<file path="src/rtl/chip8_scanout_if.sv">
// Bundles the beam inputs, the framebuffer read port and the video outputs
// of the CHIP-8 scanout block.
//   slave  : the scanout itself (consumes beam/syncs/fb_rdata, drives the rest)
//   master : the surrounding system (sync generator, framebuffer RAM, display)
interface chip8_scanout_if;
   logic [8:0] hpos;
   logic [8:0] vpos;
   logic       display_on;
   logic       hsync;
   logic       vsync;
   logic [7:0] fb_addr;
   logic       fb_rd_en;
   logic [7:0] fb_rdata;
   logic [2:0] rgb;
   logic       hsync_out;
   logic       vsync_out;
   logic       vblank_pulse;

   modport slave (
      input  hpos, vpos, display_on, hsync, vsync, fb_rdata,
      output fb_addr, fb_rd_en, rgb, hsync_out, vsync_out, vblank_pulse
   );

   modport master (
      output hpos, vpos, display_on, hsync, vsync, fb_rdata,
      input  fb_addr, fb_rd_en, rgb, hsync_out, vsync_out, vblank_pulse
   );
endinterface

</file>
<file path="src/rtl/chip8_scanout.sv">
// CHIP-8 display back end. Fetches the 64x32 1bpp framebuffer one byte per
// 8 pixels and scales every pixel 4x4 into a 256x128 window that is centred
// vertically in the 256x240 active area. Colour and syncs leave through a
// fixed 2-cycle pipeline; vblank_pulse marks each rising edge of vsync_out.
// Ports:
//   clk     : pixel clock, shared with the sync generator
//   reset_n : asynchronous active-low reset
//   bus     : beam position/syncs in, framebuffer read port, rgb/syncs out
module chip8_scanout #(
   parameter int unsigned V_OFFSET     = 56,
   parameter logic [2:0]  FG_COLOR     = 3'b111,
   parameter logic [2:0]  BG_COLOR     = 3'b000,
   parameter logic [2:0]  BORDER_COLOR = 3'b001
) (
   input  logic             clk,
   input  logic             reset_n,
   chip8_scanout_if.slave   bus
);

   localparam logic [8:0] C_V_LO = 9'(V_OFFSET);
   localparam logic [8:0] C_V_HI = 9'(V_OFFSET + 128);

   // stage 0: window decode and fetch request
   logic       w_in_win;
   logic [4:0] w_row;
   logic [7:0] w_addr_new;
   logic       w_rd_en;
   logic [7:0] r_addr_hold;

   // stage 1
   logic       r1_in_win;
   logic       r1_disp;
   logic [2:0] r1_idx;
   logic       r1_load;
   logic       r1_hs;
   logic       r1_vs;
   logic [7:0] r_byte_hold;
   logic [7:0] w_byte_cur;
   logic       w_pix;

   // stage 2
   logic [2:0] r_rgb;
   logic       r_hs_out;
   logic       r_vs_out;
   logic       r_vs_prev;
   logic       r_vblank;

   // Range compare happens on raw vpos, so the subtraction below never wraps
   // into the window from lines above V_OFFSET.
   assign w_in_win   = bus.display_on && !bus.hpos[8] &&
                       (bus.vpos >= C_V_LO) && (bus.vpos < C_V_HI);
   assign w_row      = 5'((bus.vpos - C_V_LO) >> 2);
   assign w_addr_new = {w_row, bus.hpos[7:5]};

   // Gated by reset so no read is issued while the pipeline is held clear.
   assign w_rd_en    = reset_n && w_in_win && (bus.hpos[4:0] == 5'd0);

   assign bus.fb_rd_en = w_rd_en;
   assign bus.fb_addr  = w_rd_en ? w_addr_new : r_addr_hold;

   always_ff @(posedge clk or negedge reset_n) begin
      if (!reset_n) begin
         r_addr_hold <= '0;
      end else if (w_rd_en) begin
         r_addr_hold <= w_addr_new;
      end
   end

   always_ff @(posedge clk or negedge reset_n) begin
      if (!reset_n) begin
         r1_in_win <= 1'b0;
         r1_disp   <= 1'b0;
         r1_idx    <= '0;
         r1_load   <= 1'b0;
         r1_hs     <= 1'b0;
         r1_vs     <= 1'b0;
      end else begin
         r1_in_win <= w_in_win;
         r1_disp   <= bus.display_on;
         r1_idx    <= bus.hpos[4:2];
         r1_load   <= w_rd_en;
         r1_hs     <= bus.hsync;
         r1_vs     <= bus.vsync;
      end
   end

   // RAM data arrives one cycle after the strobe; it is used directly on that
   // cycle and kept for the remaining 31 pixels of the byte.
   assign w_byte_cur = r1_load ? bus.fb_rdata : r_byte_hold;
   assign w_pix      = w_byte_cur[3'd7 - r1_idx];

   always_ff @(posedge clk or negedge reset_n) begin
      if (!reset_n) begin
         r_byte_hold <= '0;
      end else begin
         r_byte_hold <= w_byte_cur;
      end
   end

   always_ff @(posedge clk or negedge reset_n) begin
      if (!reset_n) begin
         r_rgb     <= '0;
         r_hs_out  <= 1'b0;
         r_vs_out  <= 1'b0;
         r_vs_prev <= 1'b0;
         r_vblank  <= 1'b0;
      end else begin
         if (!r1_disp) begin
            r_rgb <= '0;
         end else if (!r1_in_win) begin
            r_rgb <= BORDER_COLOR;
         end else if (w_pix) begin
            r_rgb <= FG_COLOR;
         end else begin
            r_rgb <= BG_COLOR;
         end
         r_hs_out  <= r1_hs;
         r_vs_out  <= r1_vs;
         r_vs_prev <= r_vs_out;
         r_vblank  <= r_vs_out && !r_vs_prev;
      end
   end

   assign bus.rgb          = r_rgb;
   assign bus.hsync_out    = r_hs_out;
   assign bus.vsync_out    = r_vs_out;
   assign bus.vblank_pulse = r_vblank;

endmodule

</file>
<file path="src/flat_wrapper.sv">
// flat-port wrapper written by rule: the top's interface ports become plain ports
module chip8_scanout_flat 
#(
   parameter int unsigned V_OFFSET     = 56,
   parameter logic [2:0]  FG_COLOR     = 3'b111,
   parameter logic [2:0]  BG_COLOR     = 3'b000,
   parameter logic [2:0]  BORDER_COLOR = 3'b001
)
  (clk, reset_n, bus_hpos, bus_vpos, bus_display_on, bus_hsync, bus_vsync, bus_fb_rdata, bus_fb_addr, bus_fb_rd_en, bus_rgb, bus_hsync_out, bus_vsync_out, bus_vblank_pulse);
  chip8_scanout_if bus_i ();
  input  logic clk;
  input  logic reset_n;
  input wire logic [$bits(bus_i.hpos)-1:0] bus_hpos;
  input wire logic [$bits(bus_i.vpos)-1:0] bus_vpos;
  input wire logic [$bits(bus_i.display_on)-1:0] bus_display_on;
  input wire logic [$bits(bus_i.hsync)-1:0] bus_hsync;
  input wire logic [$bits(bus_i.vsync)-1:0] bus_vsync;
  input wire logic [$bits(bus_i.fb_rdata)-1:0] bus_fb_rdata;
  output wire logic [$bits(bus_i.fb_addr)-1:0] bus_fb_addr;
  output wire logic [$bits(bus_i.fb_rd_en)-1:0] bus_fb_rd_en;
  output wire logic [$bits(bus_i.rgb)-1:0] bus_rgb;
  output wire logic [$bits(bus_i.hsync_out)-1:0] bus_hsync_out;
  output wire logic [$bits(bus_i.vsync_out)-1:0] bus_vsync_out;
  output wire logic [$bits(bus_i.vblank_pulse)-1:0] bus_vblank_pulse;
  assign bus_i.hpos = bus_hpos;
  assign bus_i.vpos = bus_vpos;
  assign bus_i.display_on = bus_display_on;
  assign bus_i.hsync = bus_hsync;
  assign bus_i.vsync = bus_vsync;
  assign bus_i.fb_rdata = bus_fb_rdata;
  assign bus_fb_addr = bus_i.fb_addr;
  assign bus_fb_rd_en = bus_i.fb_rd_en;
  assign bus_rgb = bus_i.rgb;
  assign bus_hsync_out = bus_i.hsync_out;
  assign bus_vsync_out = bus_i.vsync_out;
  assign bus_vblank_pulse = bus_i.vblank_pulse;
  chip8_scanout #(.V_OFFSET(V_OFFSET), .FG_COLOR(FG_COLOR), .BG_COLOR(BG_COLOR), .BORDER_COLOR(BORDER_COLOR)) u_core (.clk(clk), .reset_n(reset_n), .bus(bus_i));
endmodule
</file>
<file path="config.mk">
export PLATFORM = sky130hd
export DESIGN_NAME = chip8_scanout_flat
export DESIGN_NICKNAME = d
export VERILOG_FILES = /design/src/rtl/chip8_scanout_if.sv /design/src/rtl/chip8_scanout.sv /design/src/flat_wrapper.sv
export SDC_FILE = /design/constraint.sdc
export NUM_CORES = 1
export LEC_CHECK = 0
export ABC_AREA = 1
export ABC_CLOCK_PERIOD_IN_PS = 3770
export CAP_MARGIN = 20
export CORE_ASPECT_RATIO = 1.5
export CORE_UTILIZATION = 46
export CTS_CLUSTER_DIAMETER = 80
export DETAILED_ROUTE_END_ITERATION = 16
export PLACE_DENSITY = 0.83
export SLEW_MARGIN = 30
export SYNTH_ARGS = -nofsm -noshare
export SYNTH_HDL_FRONTEND = slang
export SYNTH_SLANG_ARGS = --single-unit
</file>
<file path="constraint.sdc">
create_clock -name clk -period 3.77 [get_ports clk]
set_input_delay 0.754 -clock clk [delete_from_list [all_inputs] [get_ports clk]]
set_output_delay 0.754 -clock clk [all_outputs]
set_load 0.03 [all_outputs]
</file>
Run 1, power grid:
Bar = 10 µm. Pins as bars on the die edge.
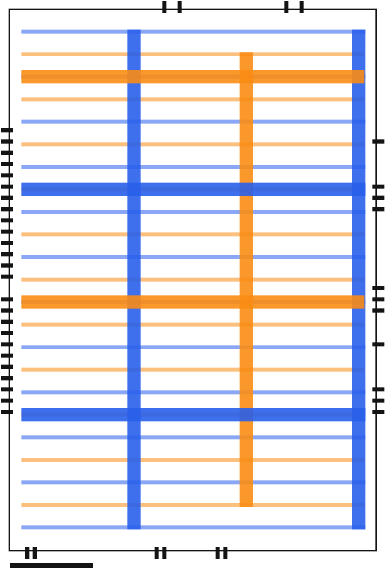
VDD: in orange. VSS: in blue.
46 signal pins sit on the boundary. 23 met1 rails follow the rows.

Run 1, cells coloured by class:
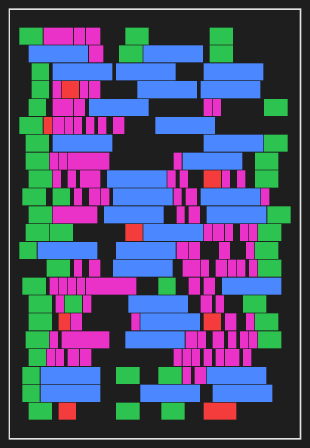
remaining buffers and delay cells: in green, cells 44, share of their area 25%. clock drivers and dummy loads: in red, cells 8, share of their area 3.6%. remaining logic cells: in magenta, cells 90, share of their area 27%. sequential cells: in blue, cells 30, share of their area 45%.

==> reports/metrics.yaml, run 1 <==
setup_path:
  cp-end-kind: "primary output"
  crit_chain: "clkdlybuf4s50_1 -> ha_1 -> nand2_1 -> nand2_1 -> or2_4 -> nand3_4 -> nor2_8 -> nand3_1 -> nand2_1 -> buf_4"
final_timing:
  tns_ns: 0
  skew_ns: 0.00769
floorplan:
  die_h_um: 65.2
  dieArea_um2: 2870
cts:
  cts_setup_buffers: 0
  cts_tree: "done"
  ctsResizeCount: 0
synth:
  netlist_top_cells_count: "nand2_1 (42), dfrtp_1 (30), nand3_1 (16)"
  ys_cells: 122
  synth_warnings: 0
pwr:
  ir_drop_v: 0.000294
  p_sw_frac: 0.253
detailed_routing:
  met1_length_um: 902
  via_per_inst: 5.03
layout:
  nNonClkBuffers: 44
  combAreaFraction: 0.247
  ff_latch_area_um2: 751
run_status:
  status: "finished, final reports clean"
Run 1, clock distribution:
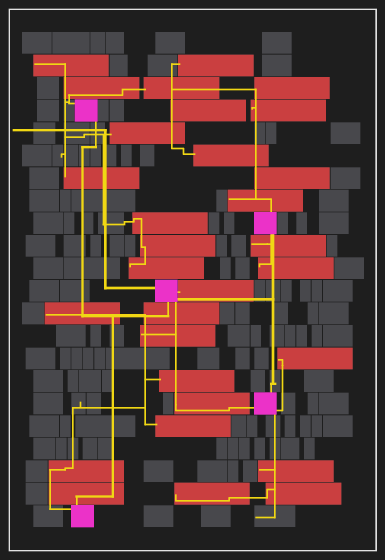
flip-flops: in red, count 30. clock-net drivers: in magenta, count 5. clock wires: in yellow, length 390 µm.
There are 6 routed clock nets.

Run 1, metal layers overlaid:
Bar = 10 µm.
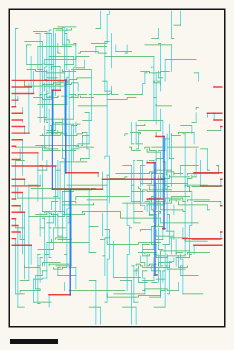
M2: in cyan, wire length 1,240 µm. M4: in blue, wire length 103 µm. M1: in green, wire length 903 µm. M3: in red, wire length 147 µm.

run 1: per-stage QoR:
step / total power, mW / hold slack [ns] / area [µm²]
5_1_grt: 0.660 / 0.383 / 1720
3_5_place_dp: 0.437 / 0.341 / 1660
3_3_place_gp: 0.434 / 0.334 / 1660
6_report: 0.631 / 0.361 / 1720
4_1_cts: 0.638 / 0.364 / 1720
2_1_floorplan: 0.383 / 0.331 / 1220
run 1: power by group through the flow:
stage | clock [mW] | combinational [mW] | sequential (mW)
floorplan | 0 | 0.0307 | 0.352
global placement | 0 | 0.0872 | 0.347
detailed placement | 0 | 0.0896 | 0.348
CTS | 0.207 | 0.0901 | 0.341
global route | 0.220 | 0.0973 | 0.342
finish | 0.201 | 0.0888 | 0.341
run 1: worst paths after layout:
| kind | endpoint | depth (start not counted) | startpoint | slack [ns] |
|---|---|---|---|---|
| max | bus_fb_addr[6] | 10 | bus_vpos[3] | 0.58 |
| min | u_core.bus.vsync_out$_DFF_PN0_ | 0 | u_core.r1_vs$_DFF_PN0_ | 0.36 |
| max reg2reg | u_core.bus.rgb[0]$_DFF_PN0_ | 7 | u_core.r1_load$_DFF_PN0_ | 2.50 |
| min reg2reg | u_core.bus.vsync_out$_DFF_PN0_ | 0 | u_core.r1_vs$_DFF_PN0_ | 0.36 |
| max in group asynchronous | u_core.r_byte_hold[3]$_DFF_PN0_ | 2 | reset_n | 2.59 |
| min in group asynchronous | u_core.r_byte_hold[2]$_DFF_PN0_ | 2 | reset_n | 0.91 |
run 1: kinds of logic (layout without fill, tap and decap cells):
group	count (synthesis)	in the layout	share of synthesized area
AND-OR/OR-AND	7	7	0.0286
XOR/XNOR	1	1	0.00716
buffers and inverters	11	61	0.0399
flip-flops	30	30	0.613
adder cells (fa/ha/maj)	1	1	0.0102
AND/OR/NAND/NOR	72	72	0.301
==> run 2: changes to the inputs <==
- ABC_CLOCK_PERIOD_IN_PS: 3770 -> 3000
- CORE_UTILIZATION: 46 -> 43
- PLACE_DENSITY: 0.83 -> 0.78
- clock period: 3.77 -> 3 ns (I/O delays scaled with it)
Run 2, congestion heat map:
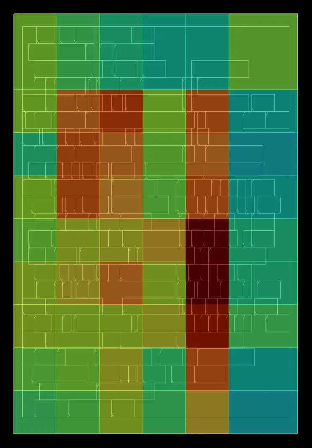
overall routing resource usage: 0.192
Most Crowded Layer GR: met2

==> reports/metrics.yaml, run 2 <==
global_routing:
  grt_pass1_wl_mm: 4.01  # was 3.90 mm
  grt_pass1_vias: 1004  # was 952
detailed_routing:
  finalWirelength_mm: 2.58  # was 2.39 mm
  via_per_inst: 4.84  # was 5.03
  drc: 0  # unchanged
layout:
  finalInstanceArea_um2: 1790  # was 1720 µm²
  diodes: 0  # unchanged
  ff_latch_area_um2: 751  # unchanged
  final_cell_mix: "nand2_1 (41), clkdlybuf4s50_1 (33), dfrtp_1 (30)"  # was nand2_1 (42), clkdlybuf4s50_1 (34), dfrtp_1 (30)
  fin_util: 0.669  # was 0.693
final_timing:
  setup_viol: 0  # unchanged
  period_used_share: 0.955
  tns_ns: 0  # unchanged
  skew_ns: 0.00545  # was 0.00769 ns
  clock.fmax_ghz: 0.349
  report.final.slew_viol_count: 0  # unchanged
  fin_crit_ns: 2.86
  layout_setup_ws_ns: 0.135  # was 0.585 ns
  whs_ns: 0.354  # was 0.361 ns
cts:
  ctsResizeCount: 0  # unchanged
  cts_tree: "done"  # unchanged
  cts_hold_buf: 0  # unchanged
  cts_setup_buffers: 0  # unchanged
  clk_pin_slew_ns: 0.06  # was 0.08 ns
floorplan:
  ios: 46  # unchanged
  dieArea_um2: 3070  # was 2870 µm²
  initCoreUtil: 0.457  # was 0.494
  die_h_um: 67.3  # was 65.2 µm
  design.core.area_um2: 2680  # was 2480 µm²
pwr:
  fin_total_pwr_uw: 875  # was 631 µW
  ir_drop_v: 0.000372  # was 0.000294 V
  power_leakage_nw: 0.877  # was 0.853 nW
setup_path:
  arrival_ns: 2.26  # was 2.43 ns
  cp-end-kind: "primary output"  # unchanged
synth:
  synth_warnings: 0  # unchanged
  edf_count: 0  # unchanged
  async_flop_share: 1.00  # unchanged
  ys.flop_type: "dfrtp_1"  # unchanged
  synth.cell_area_um2: 1220  # unchanged
  netlist_top_cells_count: "nand2_1 (42), dfrtp_1 (30), nand3_1 (16)"  # unchanged
  yosysSeqAreaShare: 0.613  # unchanged
  ys_cells: 122  # unchanged
placed_design:
  place_area_um2: 1670  # was 1660 µm²
  port_buffers: 43  # unchanged
run_status:
  status: "finished, final reports clean"  # unchanged
run 2: final timing paths:
path,start,to,slack (ns),cells after the start
setup / recovery,bus_vpos[4],bus_fb_addr[0],0.14,9
hold / removal,u_core.r1_hs$_DFF_PN0_,u_core.bus.hsync_out$_DFF_PN0_,0.35,0
setup reg to reg,u_core.r1_load$_DFF_PN0_,u_core.bus.rgb[0]$_DFF_PN0_,1.77,7
hold reg to reg,u_core.r1_hs$_DFF_PN0_,u_core.bus.hsync_out$_DFF_PN0_,0.35,0
max in group asynchronous,reset_n,u_core.bus.rgb[1]$_DFF_PN0_,1.89,2
min in group asynchronous,reset_n,u_core.r_byte_hold[1]$_DFF_PN0_,0.85,2
run 2: worst max-delay path, cell delays in order:
cell             delay, ns
clkdlybuf4s50_1       0.49
ha_1                  0.17
nand2_1               0.08
nand2_1               0.10
or2_4                 0.15
nand3_4               0.13
o21ai_0               0.25
nand2_1               0.11
buf_4                 0.18
run 2: routing by layer:
layer	wire length, µm	GRT usage	vias to the layer above
li1	-	-	496
met1	951	0.189	469
met2	1320	0.314	48
met3	218	0.0856	9
met4	93	0.125	0
met5	0	0	-
run 2: cells by family after synthesis:
logic type,count (synthesis),share of synthesized area
flip-flops,30,0.613
XOR/XNOR,1,0.00716
AND/OR/NAND/NOR,72,0.301
buffers and inverters,11,0.0399
AND-OR/OR-AND,7,0.0286
adder cells (fa/ha/maj),1,0.0102
run 2: cell type report:
type,instances,area share
flip-flops and latches,30,0.419
repair buffers,44,0.233
inverters,9,0.0203
clock buffers,7,0.0482
clock inverters,1,0.00280
well taps,37,0.0259
multi-input cells,83,0.250
run 2: power by group:
group / internal [mW] / switching, mW
registers: 0.423 / 0.00651
logic: 0.0576 / 0.0571
clock network: 0.184 / 0.146
Power figures rest on the tool's default switching activity, not on a simulated workload.
